`src/rtl/pixel_bus_pkg.sv`:
```
// Shared definitions for the pixel bus sink: screen geometry defaults,
// framebuffer word widths, FSM state encoding and colour conversion.
package pixel_bus_pkg;

    localparam int SCREEN_W_DEF   = 160;
    localparam int SCREEN_H_DEF   = 120;
    localparam int FIFO_DEPTH_DEF = 4;

    localparam int ADDR_W   = 15;
    localparam int COLOUR_W = 9;
    localparam int ENTRY_W  = ADDR_W + COLOUR_W;

    typedef enum logic [1:0] {
        S_IDLE  = 2'd0,
        S_DRAIN = 2'd1,
        S_CLEAR = 2'd2
    } state_t;

    // Keep the top three bits of each 8-bit channel: {R[23:21],G[15:13],B[7:5]}.
    function automatic logic [COLOUR_W-1:0] rgb24_to_rgb9(input logic [23:0] rgb);
        return {rgb[23:21], rgb[15:13], rgb[7:5]};
    endfunction

endpackage

```
`src/rtl/pixel_fifo.sv`:
```
// Synchronous FIFO holding captured {address, colour} pixel entries.
// A push into a full FIFO is accepted only when a pop completes in the
// same cycle; the head entry is presented combinationally on o_data.
module pixel_fifo
    import pixel_bus_pkg::*;
#(
    parameter int DEPTH = FIFO_DEPTH_DEF,
    parameter int WIDTH = ENTRY_W
) (
    input  logic                     clk,
    input  logic                     resetn,
    input  logic                     i_push,
    input  logic                     i_pop,
    input  logic [WIDTH-1:0]         i_data,
    output logic [WIDTH-1:0]         o_data,
    output logic                     o_full,
    output logic                     o_empty,
    output logic [$clog2(DEPTH):0]   o_count
);

    localparam int PTR_W = $clog2(DEPTH);

    logic [WIDTH-1:0] r_mem [DEPTH];
    logic [PTR_W:0]   r_wr_ptr;
    logic [PTR_W:0]   r_rd_ptr;
    logic             w_full;
    logic             w_empty;
    logic             w_pop_ok;
    logic             w_push_ok;

    // Pointers carry one wrap bit so full and empty are distinguishable.
    always_comb begin
        w_empty   = (r_wr_ptr == r_rd_ptr);
        w_full    = (r_wr_ptr[PTR_W] != r_rd_ptr[PTR_W]) &&
                    (r_wr_ptr[PTR_W-1:0] == r_rd_ptr[PTR_W-1:0]);
        w_pop_ok  = i_pop && !w_empty;
        w_push_ok = i_push && (!w_full || w_pop_ok);
        o_full    = w_full;
        o_empty   = w_empty;
        o_count   = r_wr_ptr - r_rd_ptr;
        o_data    = r_mem[r_rd_ptr[PTR_W-1:0]];
    end

    // Advance read/write pointers on accepted pop/push.
    always_ff @(posedge clk or negedge resetn) begin
        if (!resetn) begin
            r_wr_ptr <= '0;
            r_rd_ptr <= '0;
        end else begin
            if (w_push_ok) begin
                r_wr_ptr <= r_wr_ptr + {{PTR_W{1'b0}}, 1'b1};
            end
            if (w_pop_ok) begin
                r_rd_ptr <= r_rd_ptr + {{PTR_W{1'b0}}, 1'b1};
            end
        end
    end

    // Storage array; contents are only observed through the valid head.
    always_ff @(posedge clk) begin
        if (w_push_ok) begin
            r_mem[r_wr_ptr[PTR_W-1:0]] <= i_data;
        end
    end

endmodule

```
`src/rtl/pixel_bus_sink.sv`:
```
// Pixel bus sink: captures pixels from the shared draw bus, buffers them,
// and writes them into a linear framebuffer; also performs full-screen
// clears on request. Bus pixels arriving during a clear are buffered and
// written once the clear completes.
module pixel_bus_sink
    import pixel_bus_pkg::*;
#(
    parameter int SCREEN_W   = SCREEN_W_DEF,
    parameter int SCREEN_H   = SCREEN_H_DEF,
    parameter int FIFO_DEPTH = FIFO_DEPTH_DEF
) (
    input  logic                 clk,
    input  logic                 resetn,
    input  logic                 vga_draw_enable_bus,
    input  logic [7:0]           vga_x_out_bus,
    input  logic [7:0]           vga_y_out_bus,
    input  logic [23:0]          vga_RGB_out_bus,
    input  logic                 clear,
    input  logic [8:0]           clear_colour,
    input  logic                 fb_ready,
    output logic                 fb_write,
    output logic [14:0]          fb_address,
    output logic [8:0]           fb_colour,
    output logic                 busy,
    output logic                 overflow,
    output logic                 clear_done
);

    localparam int CNT_W = $clog2(FIFO_DEPTH) + 1;
    localparam logic [ADDR_W-1:0] LAST_ADDR = ADDR_W'(SCREEN_W * SCREEN_H - 1);

    state_t                 r_state;
    state_t                 w_state_nxt;

    logic                   r_clear_pend;
    logic [ADDR_W-1:0]      r_clear_cnt;
    logic [COLOUR_W-1:0]    r_clear_colour;
    logic                   r_overflow;
    logic                   r_clear_done;

    logic                   w_in_range;
    logic                   w_capture;
    logic [ADDR_W-1:0]      w_pix_addr;
    logic [ENTRY_W-1:0]     w_push_data;
    logic [ENTRY_W-1:0]     w_fifo_data;
    logic                   w_fifo_full;
    logic                   w_fifo_empty;
    logic [CNT_W-1:0]       w_fifo_count;
    logic                   w_fifo_last;
    logic                   w_pop;
    logic                   w_drop;
    logic                   w_enter_clear;
    logic                   w_clear_adv;
    logic                   w_clear_last;

    // Capture qualification, address arithmetic and colour packing.
    // Only a strobe of exactly 1 counts; unknown values fall to "no pixel".
    always_comb begin
        w_in_range  = (32'(vga_x_out_bus) < 32'(SCREEN_W)) &&
                      (32'(vga_y_out_bus) < 32'(SCREEN_H));
        w_capture   = 1'b0;
        if (vga_draw_enable_bus == 1'b1) begin
            w_capture = w_in_range;
        end else begin
            w_capture = 1'b0;
        end
        w_pix_addr  = ADDR_W'(vga_y_out_bus) * ADDR_W'(SCREEN_W) + ADDR_W'(vga_x_out_bus);
        w_push_data = {w_pix_addr, rgb24_to_rgb9(vga_RGB_out_bus)};
        w_fifo_last = (w_fifo_count == CNT_W'(1));
        w_drop      = w_capture && w_fifo_full && !w_pop;
    end

    pixel_fifo #(
        .DEPTH (FIFO_DEPTH),
        .WIDTH (ENTRY_W)
    ) u_fifo (
        .clk     (clk),
        .resetn  (resetn),
        .i_push  (w_capture),
        .i_pop   (w_pop),
        .i_data  (w_push_data),
        .o_data  (w_fifo_data),
        .o_full  (w_fifo_full),
        .o_empty (w_fifo_empty),
        .o_count (w_fifo_count)
    );

    // FSM state register.
    always_ff @(posedge clk or negedge resetn) begin
        if (!resetn) begin
            r_state <= S_IDLE;
        end else begin
            r_state <= w_state_nxt;
        end
    end

    // FSM next-state and per-state control strobes. A pixel captured while
    // idle moves straight to S_DRAIN so it is written in the very next cycle.
    always_comb begin
        w_state_nxt   = r_state;
        w_pop         = 1'b0;
        w_enter_clear = 1'b0;
        w_clear_adv   = 1'b0;
        w_clear_last  = 1'b0;
        case (r_state)
            S_IDLE: begin
                if (r_clear_pend && w_fifo_empty) begin
                    w_state_nxt   = S_CLEAR;
                    w_enter_clear = 1'b1;
                end else if (!w_fifo_empty || w_capture) begin
                    w_state_nxt = S_DRAIN;
                end else begin
                    w_state_nxt = S_IDLE;
                end
            end
            S_DRAIN: begin
                if (fb_ready) begin
                    w_pop = 1'b1;
                    if (w_fifo_last && !w_capture) begin
                        w_state_nxt = S_IDLE;
                    end else begin
                        w_state_nxt = S_DRAIN;
                    end
                end else begin
                    w_state_nxt = S_DRAIN;
                end
            end
            S_CLEAR: begin
                if (fb_ready) begin
                    w_clear_adv = 1'b1;
                    if (r_clear_cnt == LAST_ADDR) begin
                        w_clear_last = 1'b1;
                        w_state_nxt  = S_IDLE;
                    end else begin
                        w_state_nxt = S_CLEAR;
                    end
                end else begin
                    w_state_nxt = S_CLEAR;
                end
            end
            default: begin
                w_state_nxt = S_IDLE;
            end
        endcase
    end

    // Clear bookkeeping: pending flag, fill colour, address counter, done pulse.
    always_ff @(posedge clk or negedge resetn) begin
        if (!resetn) begin
            r_clear_pend   <= 1'b0;
            r_clear_cnt    <= '0;
            r_clear_colour <= '0;
            r_clear_done   <= 1'b0;
        end else begin
            r_clear_done <= w_clear_last;
            if (w_enter_clear) begin
                r_clear_pend   <= 1'b0;
                r_clear_cnt    <= '0;
                r_clear_colour <= clear_colour;
            end else begin
                if (clear == 1'b1 && r_state != S_CLEAR) begin
                    r_clear_pend <= 1'b1;
                end
                if (w_clear_adv) begin
                    r_clear_cnt <= r_clear_cnt + {{(ADDR_W-1){1'b0}}, 1'b1};
                end
            end
        end
    end

    // Sticky overflow flag; only a new clear (or reset) wipes it.
    always_ff @(posedge clk or negedge resetn) begin
        if (!resetn) begin
            r_overflow <= 1'b0;
        end else if (w_enter_clear) begin
            r_overflow <= 1'b0;
        end else if (w_drop) begin
            r_overflow <= 1'b1;
        end
    end

    // Framebuffer port and status outputs, decoded from registered state.
    always_comb begin
        fb_write   = 1'b0;
        fb_address = '0;
        fb_colour  = '0;
        case (r_state)
            S_DRAIN: begin
                fb_write   = 1'b1;
                fb_address = w_fifo_data[ENTRY_W-1:COLOUR_W];
                fb_colour  = w_fifo_data[COLOUR_W-1:0];
            end
            S_CLEAR: begin
                fb_write   = 1'b1;
                fb_address = r_clear_cnt;
                fb_colour  = r_clear_colour;
            end
            default: begin
                fb_write   = 1'b0;
                fb_address = '0;
                fb_colour  = '0;
            end
        endcase
        busy       = !w_fifo_empty || r_clear_pend || (r_state == S_CLEAR);
        overflow   = r_overflow;
        clear_done = r_clear_done;
    end

endmodule

```
`config.mk`:
```
export PLATFORM = sky130hd
export DESIGN_NAME = pixel_bus_sink
export DESIGN_NICKNAME = d
export VERILOG_FILES = /design/src/rtl/pixel_bus_pkg.sv /design/src/rtl/pixel_fifo.sv /design/src/rtl/pixel_bus_sink.sv
export SDC_FILE = /design/constraint.sdc
export NUM_CORES = 1
export LEC_CHECK = 0
export CELL_PAD_IN_SITES_DETAIL_PLACEMENT = 1
export CELL_PAD_IN_SITES_GLOBAL_PLACEMENT = 1
export CORE_AREA = 5 5 143 118
export DETAILED_ROUTE_END_ITERATION = 8
export DIE_AREA = 0 0 148 123
export PLACE_DENSITY_LB_ADDON = 0.1
export SLEW_MARGIN = 20
export SYNTH_ARGS = -nofsm -noshare
export SYNTH_HDL_FRONTEND = slang
export SYNTH_SLANG_ARGS = --single-unit
```
`constraint.sdc`:
```
create_clock -name clk -period 3 [get_ports clk]
set_input_delay 0.45 -clock clk [delete_from_list [all_inputs] [get_ports clk]]
set_output_delay 0.45 -clock clk [all_outputs]
set_load 0.01 [all_outputs]
```
Selected gate families:
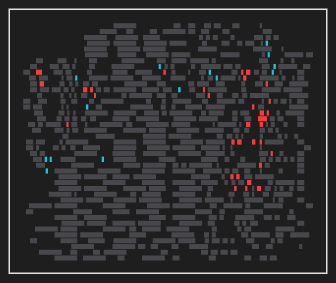
Cyan stands for inv cells, cells 14. Red stands for nand cells, cells 32.

M1 wires:
Supply wires on this layer in gray.
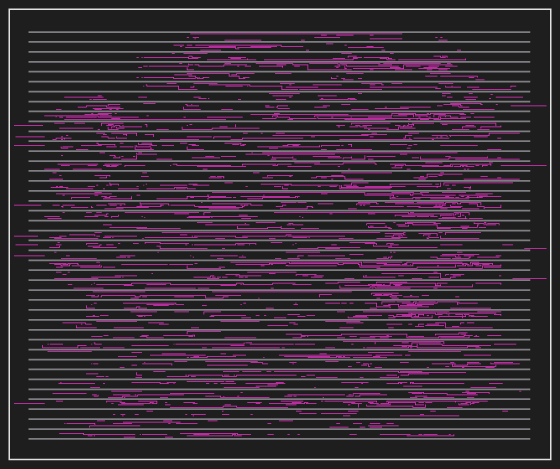
522 nets have wire on it. The wires run mostly horizontal.

Where the registers sit:
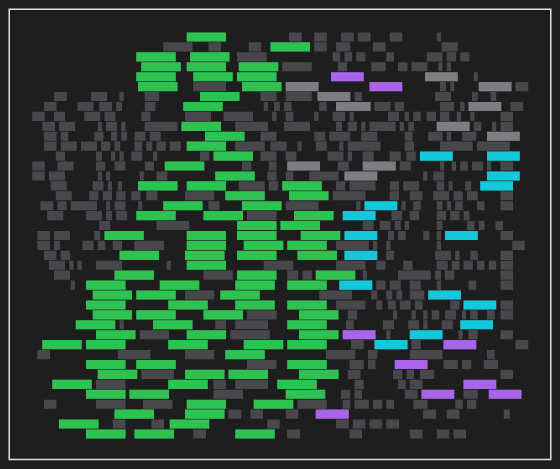
Green stands for u_fifo.r_mem, flops 96. Purple stands for r_clear_colour, flops 9. Cyan stands for r_clear_cnt, flops 15, where middle right.
Another 11 sequential cells are not colored.

Supply network:
Pins as bars on the die edge.
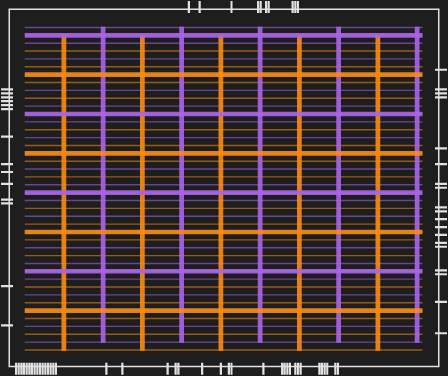
Orange stands for VSS. Purple stands for VDD.
8 straps on met5. 10 straps on met4. 42 met1 rails follow the rows. The core has 41 rows. 82 signal pins sit on the boundary.

==> out/README.md <==
| Result | This run | Unit |
| --- | --- | --- |
| Leading post-synthesis cells by cell area | edfxtp_1, dfrtp_1, mux4_2, ha_1, a22oi_1 | - |
| Setup slack at placement | -0.1489 | ns |
| Critical path fanouts, max | 27 | - |
| Number of logic stages on the critical path including buffering | 5 | - |
| P per Cell Area | 933.0 | nW/um^2 |
| Most frequent logic cells in the routed design | edfxtp_1, clkdlybuf4s50_1, dfrtp_1 | - |
| Final worst path period need | 2.880 | ns |
| Distinct lib cells | 42 | - |
| M1 wire length | 6490 | microns |
| Sink Count | 131 | - |
| Sequential cell area | 3760 | sq um |
| Post-Synth Adder-Cell Area | 6.495 | % |
| Post-synth regs | 131 | - |
| Post-CTS clock slew at the launch and capture registers of the worst setup and hold paths | 0.06 | ns |
| Dominant register cell | edfxtp_1 | - |
| Post-synth ARST share | 26.72 | % |
| Relative slew margins | 44.56 | % |
| Detailed-routed wire length on met2 | 6466 | microns |
| Area post-placement | 7176 | sq um |
| Net switching power of the design | 2.412 | mW |
| Yosys cell count | 415 | - |
| Power Combinational | 2.82 | mW |
| Setup slack after layout | 0.1199 | ns |
| DR top layer | met4 | - |
| HPWL reported at the end of detailed placement | 9671 | microns |
| Type of the worst setup path | reg2out | - |
| Logic gate share of total power | 39.0 | % |
| Sequential element share of the synthesized area | 61.36 | % |
| Die Y | 123 | microns |
| Data arrival time of the worst path | 2.43 | ns |
| Number of global-route vias before repair | 4044 | - |
| Chip footprint | 18200 | sq um |
| DR vias/cell | 5.244 | - |
| Tap Cells | 193 | - |
| Total power | 7.245 | mW |
| Clock network power share | 28.3 | % |
| Largest voltage drop on the vdd net | 394.9 | uV |
| Largest cell class | registers | - |
| Net Sw Frac | 33.30 | % |
| Resize count post-CTS | 0 | - |
| Run status | finished clean | - |
| Seq pwr share | 32.7 | % |
| Area overhead of the layout relative to synthesis | 26.76 | % |
| Crit-path cells | buf_12, mux4_2, a22oi_1, nor2b_1, clkdlybuf4s50_1 | - |
| Maximum number of pins on one net before global-route repair | 36 | - |
| Pin slew with the least headroom to its limit | 0.8316 | ns |
| Fp util | 39.94 | % |
| Routed wirelength normalized by instance count | 19.64 | microns |
| Vias after detailed routing | 3734 | - |
| Htree depth | 4 | - |
| Worst reg2reg setup slack | 0.58 | ns |
| Master cell of the clock root buffer | clkbuf_16 | - |
| CTS Buf Count | 17 | - |
| Sequential share of cell area | 48.42 | % |
| Post-Route Skew | 0.01043 | ns |
| Setup TNS after final layout | 0 | ns |
| RSZ-0062 raised after global routing | no | - |
| Layout buffering overhead excluding clock cells | 11.38 | % |
| Average footprint of a synthesized cell | 14.76 | sq um |
| Count of hold-fix buffers inserted at cts | 0 | - |
| Proportion of layout cells with a drive suffix above 1 | 17.92 | % |
| Power drawn by the clock network | 2.05 | mW |
| Die extent in x | 148 | microns |
| Dominant cell type by area after synthesis | edfxtp_1 | - |
| Setup crit start | u_fifo.r_rd_ptr[0] | - |
| Combinational gate area | 2240 | sq um |
| Proportion of synthesized area in mux cells | 10.48 | % |
| Crit-path max cell delay | 0.59 | ns |
| Main power-consuming group | combinational cells | - |
| Prevailing logic family in the synthesized netlist | multiplexers | - |
| Fin crit share | 96.00 | % |
| Crit Reg-Reg Endpoint | u_fifo.r_mem[2][22] | - |
| Smallest hold slack | 0.1146 | ns |
| Layout multi-input combinational cell count | 254 | - |
| Internal | 4.832 | mW |
| Iteration-0 DRC count of the detailed router | 220 | - |
| Post-layout utilization of the core | 50.62 | % |
| Total routing usage reported by global routing | 16.52 | % |
| Remaining DRCs | 0 | - |
| Sequential Power | 2.37 | mW |
| Leakage | 2.875 | nW |
| Max-cap violation count | 0 | - |
| Number of non-clock buffers | 88 | - |
| Synth Warn # | 0 | - |
| Final antenna-violating net count | 0 | - |
| Global routing's busiest layer | met2 | - |
| Finished Cell Area | 7765 | sq um |
| Hold WC Path Type | in2async | - |
| Critical path's top delay family | buffers and inverters | - |
| Final tally of hold violations | 0 | - |
| Detailed-routed wire length on met3 | 856 | microns |
| Pins Over Slew Limit | 0 | - |
| Global-route congestion overflow total | 0 | - |
| Basic-gate share of the synthesized area counting and, or, nand and nor cells | 9.457 | % |
| Count of buffering cells on the critical path with inverters included | 2 | - |
| Count of TritonRoute iterations in the first routing pass | 4 | - |
| Number of flip-flops in the largest register | 96 | - |
| Met3 track demand over resource | 3.994 | % |
| Required time worst endpoint | 2.55 | ns |
| Critical Path Slowest Stage Cell | mux4_2 | - |
| Yosys stat area | 6126 | sq um |
| # IOs | 82 | - |
| Setup violators final | 0 | - |
| TritonCTS clock tree | done | - |
| Stage-log warning count | 48 | - |
| Core area | 15340 | sq um |
| Area fraction of clock buffers and clock inverters | 7.573 | % |
| Top logic cell by instance count in the layout | edfxtp_1 | - |
| Post-Layout Cell Count | 712 | - |
| Non-clock inverter total of the final layout | 14 | - |
| Post-Synthesis Cells | 415 | - |
| Met1 layer usage reported by global route | 23.46 | % |
| Compound-gate portion of the synthesized area | 5.984 | % |
| Timing-limited maximum frequency | 0.3472 | GHz |
| Startpoint of the lowest-slack register-to-register path | u_fifo.r_rd_ptr[0] | - |
| Critical Path Start Type | flip-flop | - |
| Clk ins delay skew pair | 0.42 | ns |
| Net count entering floorplan | 499 | - |
| Final Net Count | 590 | - |
| Placed cells | 680 | - |
| Overall routed net length | 13980 | microns |
| Registers | 131 | - |
| Port bufs | 66 | - |
| Fraction of post-synthesis cell area in the top cell type by area | 47.06 | % |
| Number of inserted diodes | 0 | - |
| Initial antenna violation count | 0 | - |
| Row count | 41 | - |
| Cell types with the highest counts after synthesis | edfxtp_1, dfrtp_1, nor2_1, ha_1 | - |
| Number of inserted filler cells in the final layout | 1487 | - |
| Buffer levels on the longest clock path | 2 | - |
| Wire length of the first global-routing pass | 22830 | microns |
| Type of element capturing the critical path | primary output | - |
| XOR/XNOR Fraction of Synth Area | 4.146 | % |
| Most frequently used cell type in the post-synthesis netlist | edfxtp_1 | - |
| Final Wtd Congestion | 0.7812 | - |
| Clkbuf count | 17 | - |
| Comb/total area | 28.84 | % |
| Syn Std Cell Area | 6126 | sq um |
Power is estimated from default activity; no workload was simulated.
